<file path="src/rtl/int_request_arbiter.sv">
// rtl/int_request_arbiter.sv - edge-detecting fixed-priority interrupt request arbiter
// Latches rising edges as pending, serves the lowest enabled index, waits for ack.
module int_request_arbiter #(
  parameter int N_SRC       = 8,
  parameter int VEC_W       = 3,
  parameter int ACK_TIMEOUT = 255
) (
  input  logic             clk,
  input  logic             Reset,
  input  logic [N_SRC-1:0] irq_in,
  input  logic [N_SRC-1:0] irq_enable,
  input  logic             int_ack,
  input  logic             int_clear_all,
  output logic             interruptsource,
  output logic [VEC_W-1:0] int_vector,
  output logic             int_busy,
  output logic [N_SRC-1:0] int_pending
);

  typedef enum logic [1:0] {IDLE, REQ, WAIT_ACK} state_t;

  state_t           state;
  logic [N_SRC-1:0] irq_prev;
  logic [N_SRC-1:0] edges;
  logic [N_SRC-1:0] cand;
  logic [N_SRC-1:0] ack_clr;
  logic [VEC_W-1:0] winner;
  logic [15:0]      cnt;

  always_comb begin
    edges   = irq_in & ~irq_prev;
    cand    = int_pending & irq_enable;
    winner  = '0;
    ack_clr = '0;
    // Scanning downwards leaves the lowest set index as the winner.
    for (int i = N_SRC - 1; i >= 0; i--) begin
      if (cand[i]) winner = VEC_W'(i);
    end
    for (int i = 0; i < N_SRC; i++) begin
      ack_clr[i] = (state == WAIT_ACK) && int_ack && (int_vector == VEC_W'(i));
    end
  end

  always_ff @(posedge clk or posedge Reset) begin
    if (Reset) begin
      state           <= IDLE;
      irq_prev        <= '1;
      int_pending     <= '0;
      int_vector      <= '0;
      int_busy        <= 1'b0;
      interruptsource <= 1'b0;
      cnt             <= '0;
    end else begin
      irq_prev        <= irq_in;
      interruptsource <= 1'b0;
      if (int_clear_all) begin
        state       <= IDLE;
        int_pending <= '0;
        int_vector  <= '0;
        int_busy    <= 1'b0;
        cnt         <= '0;
      end else begin
        // A new edge on the acked source wins over the clear.
        int_pending <= (int_pending & ~ack_clr) | edges;
        case (state)
          IDLE: begin
            if (|cand) begin
              int_vector      <= winner;
              state           <= REQ;
              interruptsource <= 1'b1;
              int_busy        <= 1'b1;
            end
          end
          REQ: begin
            cnt   <= 16'(ACK_TIMEOUT);
            state <= WAIT_ACK;
          end
          WAIT_ACK: begin
            if (int_ack) begin
              state    <= IDLE;
              int_busy <= 1'b0;
            end else if (cnt <= 16'd1) begin
              cnt             <= '0;
              state           <= REQ;
              interruptsource <= 1'b1;
            end else begin
              cnt <= cnt - 16'd1;
            end
          end
          default: state <= IDLE;
        endcase
      end
    end
  end

endmodule
</file>
<file path="config.mk">
export PLATFORM = sky130hd
export DESIGN_NAME = int_request_arbiter
export DESIGN_NICKNAME = d
export VERILOG_FILES = /design/src/rtl/int_request_arbiter.sv
export SDC_FILE = /design/constraint.sdc
export NUM_CORES = 1
export LEC_CHECK = 0
export ABC_CLOCK_PERIOD_IN_PS = 2730
export CAP_MARGIN = 20
export CORE_UTILIZATION = 47
export CTS_CLUSTER_DIAMETER = 200
export DETAILED_ROUTE_END_ITERATION = 8
export GPL_TIMING_DRIVEN = 0
export PLACE_DENSITY = 0.75
export SETUP_SLACK_MARGIN = 0.1
export SLEW_MARGIN = 20
export SYNTH_ARGS = -nofsm -noshare
export SYNTH_HDL_FRONTEND = slang
export SYNTH_SLANG_ARGS = --single-unit
</file>
<file path="constraint.sdc">
create_clock -name clk -period 2.73 [get_ports clk]
set_clock_uncertainty 0.1 [all_clocks]
set_input_delay 0.4095 -clock clk [delete_from_list [all_inputs] [get_ports clk]]
set_output_delay 0.4095 -clock clk [all_outputs]
set_load 0.01 [all_outputs]
</file>
### Sequential cells grouped by signal name

Scale bar: 20 um. Other sequential cells in the stronger gray, the rest of the logic in the fainter gray.
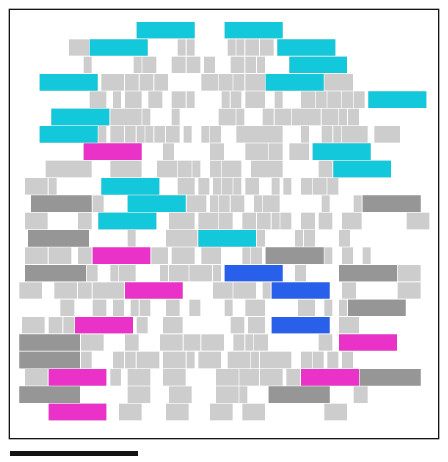
Key: blue = `int_vector` [placed flops 3]; magenta = `int_pending` [placed flops 8]; cyan = `cnt` [placed flops 16]
Another 12 sequential cells are not colored.

### Wiring heat map

Scale bar: 20 um. 13 x 13 tiles, from dark blue (low) to red (high), scaled to the fullest tile. Values are wire area over tile area, all layers added.
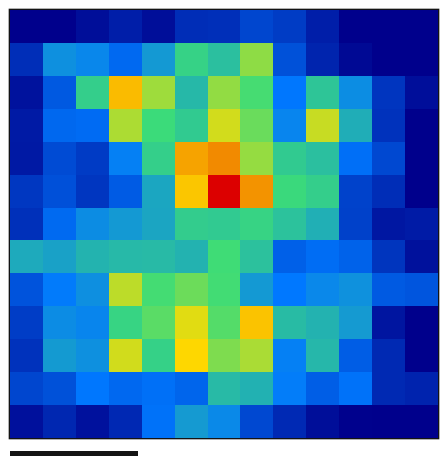
The densest ninth of the die: center. The fullest tile reaches 0.57. 17% of the tiles are over half the peak. The mean over all tiles is 0.17. 9.5% of the tiles are nearly empty.

### Congestion heat map

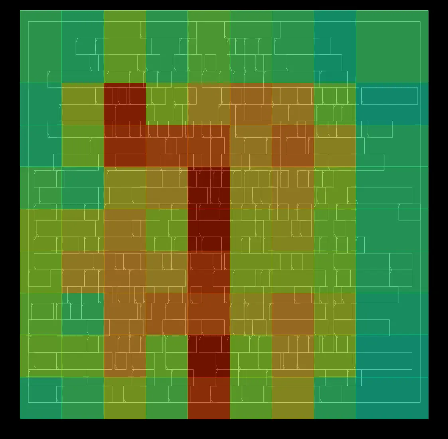
utilization after layout: 0.6161
met2 usage: 0.3613
All-Layer GR Usage: 0.2427
GRT met3 Usage: 0.06336

==> results.json <==
{
  "wl_um": 4690,
  "wl_per_cell_um": 15.58,
  "area_delta_synth_final_pct": 24.70,
  "dp_hpwl_um": 3454,
  "pin_count": 33,
  "design.core.area_mm2": 0.004029,
  "first_pass_iters": 4,
  "total_power_mw": 1.761,
  "p_sw_mw": 0.6277,
  "portBuffers": 31,
  "comb_power_share": 0.362,
  "ys_top_cells_by_area": "dfrtp_1 (39%), dfstp_2 (11%), a21oi_1 (5.8%)",
  "insertedDiodeCount": 0,
  "cts_resized": 0,
  "setup_ws_ns": 0.3874,
  "h-tree-depth": 2,
  "ys_area_mm2": 0.001991,
  "fin_tns_setup_ns": 0,
  "cp-start-kind": "input port",
  "num_vias": 1761,
  "drc": 0,
  "vias_per_cell": 5.850,
  "crit_chain": "clkdlybuf4s50_1 -> or3b_1 -> clkbuf_1 -> nand2_1 -> or2_1 -> clkbuf_1 -> o41ai_1 -> a22o_1",
  "clock_power_share": 0.225,
  "cellPowerDensity_mw_per_mm2": 709.2,
  "power_frac_seq": 0.413,
  "syn_inst": 211,
  "grt_pass1_wl_um": 7983,
  "yosys_warnings": 0,
  "min_path_type": "flip-flop to flip-flop",
  "cts.sinks": 39,
  "report.final.slew_viol_count": 0,
  "cp.required_ns": 2.81,
  "endpoint_kind": "flip-flop",
  "clk_latency_ns": 0.29,
  "setup_viol": 0,
  "place_congestion": 0.8637,
  "top_area_cell": "dfrtp_1",
  "edf_count": 0,
  "instances_no_fill": 301,
  "flop_cell": "dfrtp_1",
  "holdWs_ns": 0.3838,
  "die_y_um": 67.08,
  "overflow": 0,
  "crit_path_max_fanout": 8,
  "ys_types": 44,
  "status": "finished clean",
  "cts_buffers": 5,
  "netlist_area_mm2": 0.001991,
  "drtAntennaViolNets": 0,
  "dp_slack_ns": 0.05078,
  "drive_above_1_share": 0.09562,
  "num-nets-final": 272,
  "cts-root-buf": "clkbuf_8",
  "crit_arrival_ns": 2.43,
  "ir_worst_vdd_uv": 411.7
}
### Metal layers overlaid

Scale bar: 20 um.
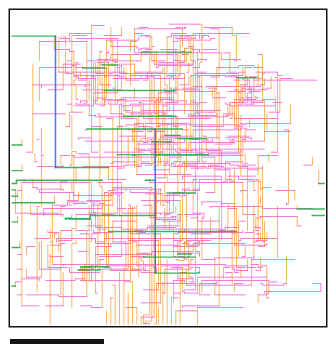
Key: orange = M2 [wire length 2,150 um]; green = M3 [wire length 259 um]; blue = M4 [wire length 58.5 um]; magenta = M1 [wire length 2,220 um]

### Placed cells, one color a class

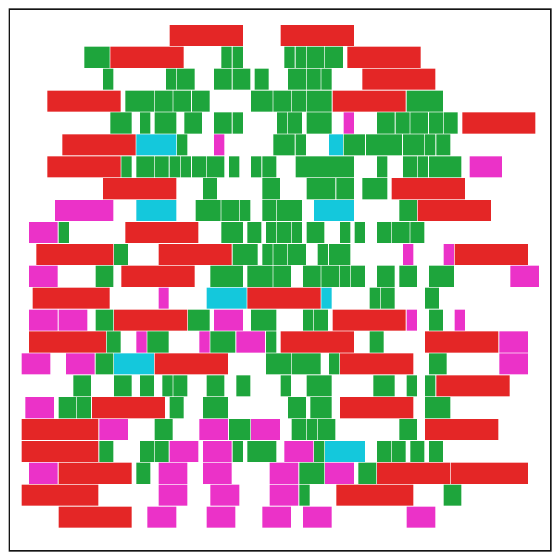
Key: magenta = remaining buffers and delay cells [cells 42, share of their area 16%]; cyan = clock drivers and dummy loads [cells 8, share of their area 3.8%]; red = registers [cells 39, share of their area 41%]; green = remaining logic cells [cells 162, share of their area 40%]

==> synthesized netlist by cell type, types with 3 or more instances <==
library cell / n
a21oi_1: 23
a22o_1: 6
a31oi_1: 10
clkbuf_1: 8
dfrtp_1: 31
dfstp_2: 8
inv_1: 4
nand2_1: 17
nand2b_1: 13
nor2_1: 20
nor2b_1: 3
nor3_1: 7
nor4_1: 4
o21ai_0: 8
o31ai_1: 4
or3_1: 7
==> worst max-delay path, delay by kind of cell <==
family          cells  cell delay, ns
compound gates      2            0.31
buf+inv             3            0.96
simple gates        3            0.73
==> power by group through the flow <==
stage	Sequential [mW]	Clock, mW	Combinational (mW)
after floorplan	0.726	0	0.437
after global placement	0.732	0	0.602
after detailed placement	0.735	0	0.617
after CTS	0.725	0.404	0.621
after global routing	0.740	0.426	0.712
final	0.727	0.397	0.637
==> cell type report <==
class,count,area [um^2]
timing repair buffer,32,330.3
fill,368,1546
tap,50,62.56
inverter,4,15.01
buffer,10,45.04
multi-input combinational,158,952.2
clock inverter,1,5.005
clock buffer,7,86.33
sequential,39,985.9
==> flip-flops by register name, indices dropped and copies added, names as in the netlist <==
signal	flops
int_vector	3
irq_prev	8
cnt	16
interruptsource	1
int_busy	1
int_pending	8
state	2
==> stage by stage <==
step,utilization,instance area [um^2]
final,0.6161,2482
after detailed placement,0.5916,2384
after global routing,0.6161,2482
after global placement,0.5866,2364
after floorplan,-,1991
after CTS,0.6143,2475
==> final timing paths <==
check                           slack [ns]                     to  depth (start not counted)                 from
worst min register to register        0.38    cnt[15]$_DFFE_PP0P_                          1  cnt[15]$_DFFE_PP0P_
worst min-delay path                  0.38    cnt[15]$_DFFE_PP0P_                          1  cnt[15]$_DFFE_PP0P_
worst max register to register        0.42    cnt[13]$_DFFE_PP0P_                          6   cnt[2]$_DFFE_PP0P_
min in group asynchronous             0.42  irq_prev[0]$_DFF_PP1_                          2                Reset
max in group asynchronous             1.85  irq_prev[4]$_DFF_PP1_                          3                Reset
worst max-delay path                  0.39     cnt[9]$_DFFE_PP0P_                          8              int_ack
==> cell families after synthesis <==
logic type      share of synthesized area
compound gates                     0.2344
fa+ha+maj                         0.01257
buf+inv                           0.03017
flops                              0.4953
mux                              0.005028
simple gates                       0.2225
==> per-layer routing <==
metal | share of wire | track usage
met3 | 0.055 | 0.06336
met1 | 0.47 | 0.3412
met2 | 0.46 | 0.3613
met4 | 0.012 | 0.07181
met5 | 0 | 0
Power is estimated from default activity; no workload was simulated.
